pins.png
Scale: 1 px per µm. Pins as bars across the die edge, other pins in grey.
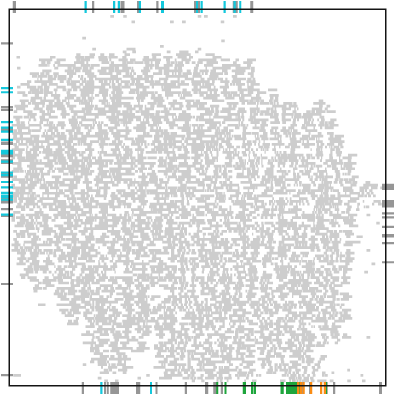
metal_stack.png
Scale: 1 px per µm. Two of the layers only.
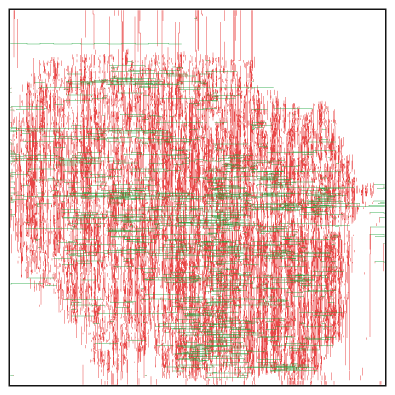
==> config.mk <==
export PLATFORM = sky130hd
export DESIGN_NAME = rs_issue_queue
export DESIGN_NICKNAME = d
export VERILOG_FILES = /design/src/rtl/rs_pkg.sv /design/src/rtl/sort.sv /design/src/rtl/rs_issue_queue.sv
export SDC_FILE = /design/constraint.sdc
export NUM_CORES = 2
export LEC_CHECK = 0
export CAP_MARGIN = 20
export CORE_MARGIN = 1
export CORE_UTILIZATION = 41
export DETAILED_ROUTE_END_ITERATION = 16
export GPL_ROUTABILITY_DRIVEN = 0
export PLACE_DENSITY = 0.63
export SLEW_MARGIN = 20
export SYNTH_ARGS = -nofsm -noshare
export SYNTH_HDL_FRONTEND = slang
export SYNTH_HIERARCHICAL = 1
export SYNTH_SLANG_ARGS = --single-unit
export TNS_END_PERCENT = 20
==> constraint.sdc <==
create_clock -name clock -period 44.9 [get_ports clock]
set_clock_uncertainty 0.05 [all_clocks]
set_input_delay 8.98 -clock clock [delete_from_list [all_inputs] [get_ports clock]]
set_output_delay 8.98 -clock clock [all_outputs]
set_load 0.02 [all_outputs]
==> impl_metrics.yaml <==
# yosys + openroad results
cts:
  ctsLongestPathBuffers: 3
  cts_made_buffers: 104
  clock.latency.late_pin_ns: 0.74
  cts.clk_slew.worst_paths_ns: 0.07
logic_synthesis:
  synth.top_cell.area_share: 0.422
  netlist-cell-type-count: 88
  ys_ff: 963
  yosys.area.top_type: "dfrtp_1"
  ys_sh_aoi: 0.0967
  fa_ha_area_frac: 0.0353
  simple_gate_share: 0.0925
  synth_area_mm2: 0.0570
  dominantRegCellSynth: "dfrtp_1"
  synth_stat.cells: 5175
  synth.area.top_cells: "dfrtp_1 (42%), mux2_2 (12%), xor2_1 (5.2%)"
  edf_count: 0
  common_cells: "dfrtp_1 (963), mux2_2 (617), xor2_1 (339)"
drt:
  drt_met1_wl_mm: 82.8
  postRouteAntennaNets: 0
  drt_iter0_markers: 4377
  met2RoutedLength_mm: 85.7
run:
  log.warning_count: 35
  max_cap_viol_count: 0
final_layout:
  final_layout_top_logic_cells: "dfrtp_1 (963), mux2_2 (617), xor2_1 (339)"
  buffer_area_frac: 0.0326
  share_of_post_route_cells_with_drive_strength_above_1: 0.216
  clock_distribution_area_overhead_in_the_final_layout: 0.0580
  synthToLayoutAreaGrowth_pct: 10.8
  mi_logic_area_mm2: 0.0305
  num-multi-input-gates: 3608
  combAreaFraction: 0.483
  signal_buffers: 238
setup_path:
  timing.critical_path.max_delay_family: "adder cells"
  cp.arrival_ns: 5.05
  regToRegSetupSlack_ns: 32.38
  critical_path.n_buffers_inverters: 3
  worstPathCellList: "inv_2, fa_1, fa_1, fa_1, fa_1, inv_1, ha_1, fa_1, xor2_1, clkdlybuf4s50_1"
  cpMostUsedCell: "fa_1"
timing:
  fin_hold_viols: 0
  final_setup_violating_endpoints: 0
  timing.final.max_slew_violations: 0
hold_path:
  hold_path.class: "reg -> reg"
placed_design:
  detailedPlacementHpwl_mm: 113
global_routing:
  globalRouteOverflowTotal: 0
  first_global_vias: 42600
status:
  outcome: "finished clean"
floorplan:
  placementRows: 136
power_and_ir_drop:
  vdd_ir_max_v: 0.0000413
Notes on pins.png above:
| colour | port | pins | direction | edge |
|---|---|---|---|---|
| orange | dispatch_src2_tag | 6 | input | bottom |
| cyan | issue_payload | 32 | output | 19 left, 11 top, 2 bottom |
| green | cdb_tag | 18 | input | bottom |
all pins by edge: 53 bottom, 39 left, 27 top, 16 right
Port Buffers: 134
chip width: 375 µm
overall die height: 375 µm

Notes on metal_stack.png above:
| colour | layer | wire length |
|---|---|---|
| green | met3 | 16300 µm |
| red | met2 | 85.7 mm |
total wire length: 194 mm
Vias: 42.9k
total routing usage reported by global routing: 0.272
routed length per instance: 27.8 µm

==> stage by stage <==
step / hold slack [ns] / worst slack (ns) / instance area, µm² / std cells
after global routing: 0.441 / 30.70 / 63200 / 6952
final: 0.434 / 30.82 / 63200 / 6955
after global placement: 0.414 / 31.48 / 59500 / 6758
after floorplan: 0.405 / 8.78 / 57000 / 5175
after detailed placement: 0.423 / 31.47 / 59500 / 6758
after CTS: 0.437 / 30.80 / 63200 / 6951
==> where the power goes <==
group          leakage (nW)  switching [mW]  internal (mW)
Clock                  1.80           0.383          0.534
Sequential             12.9          0.0662          0.925
Combinational          14.3           0.233          0.162
Total                  29.0           0.682           1.62
==> layer usage <==
layer	track usage	up-vias
met1	0.372	22100
met3	0.0558	490
li1	-	18400
met5	0	-
met2	0.418	1906
met4	0.111	10
No activity file was given, so power comes from the tool's default toggle rates.
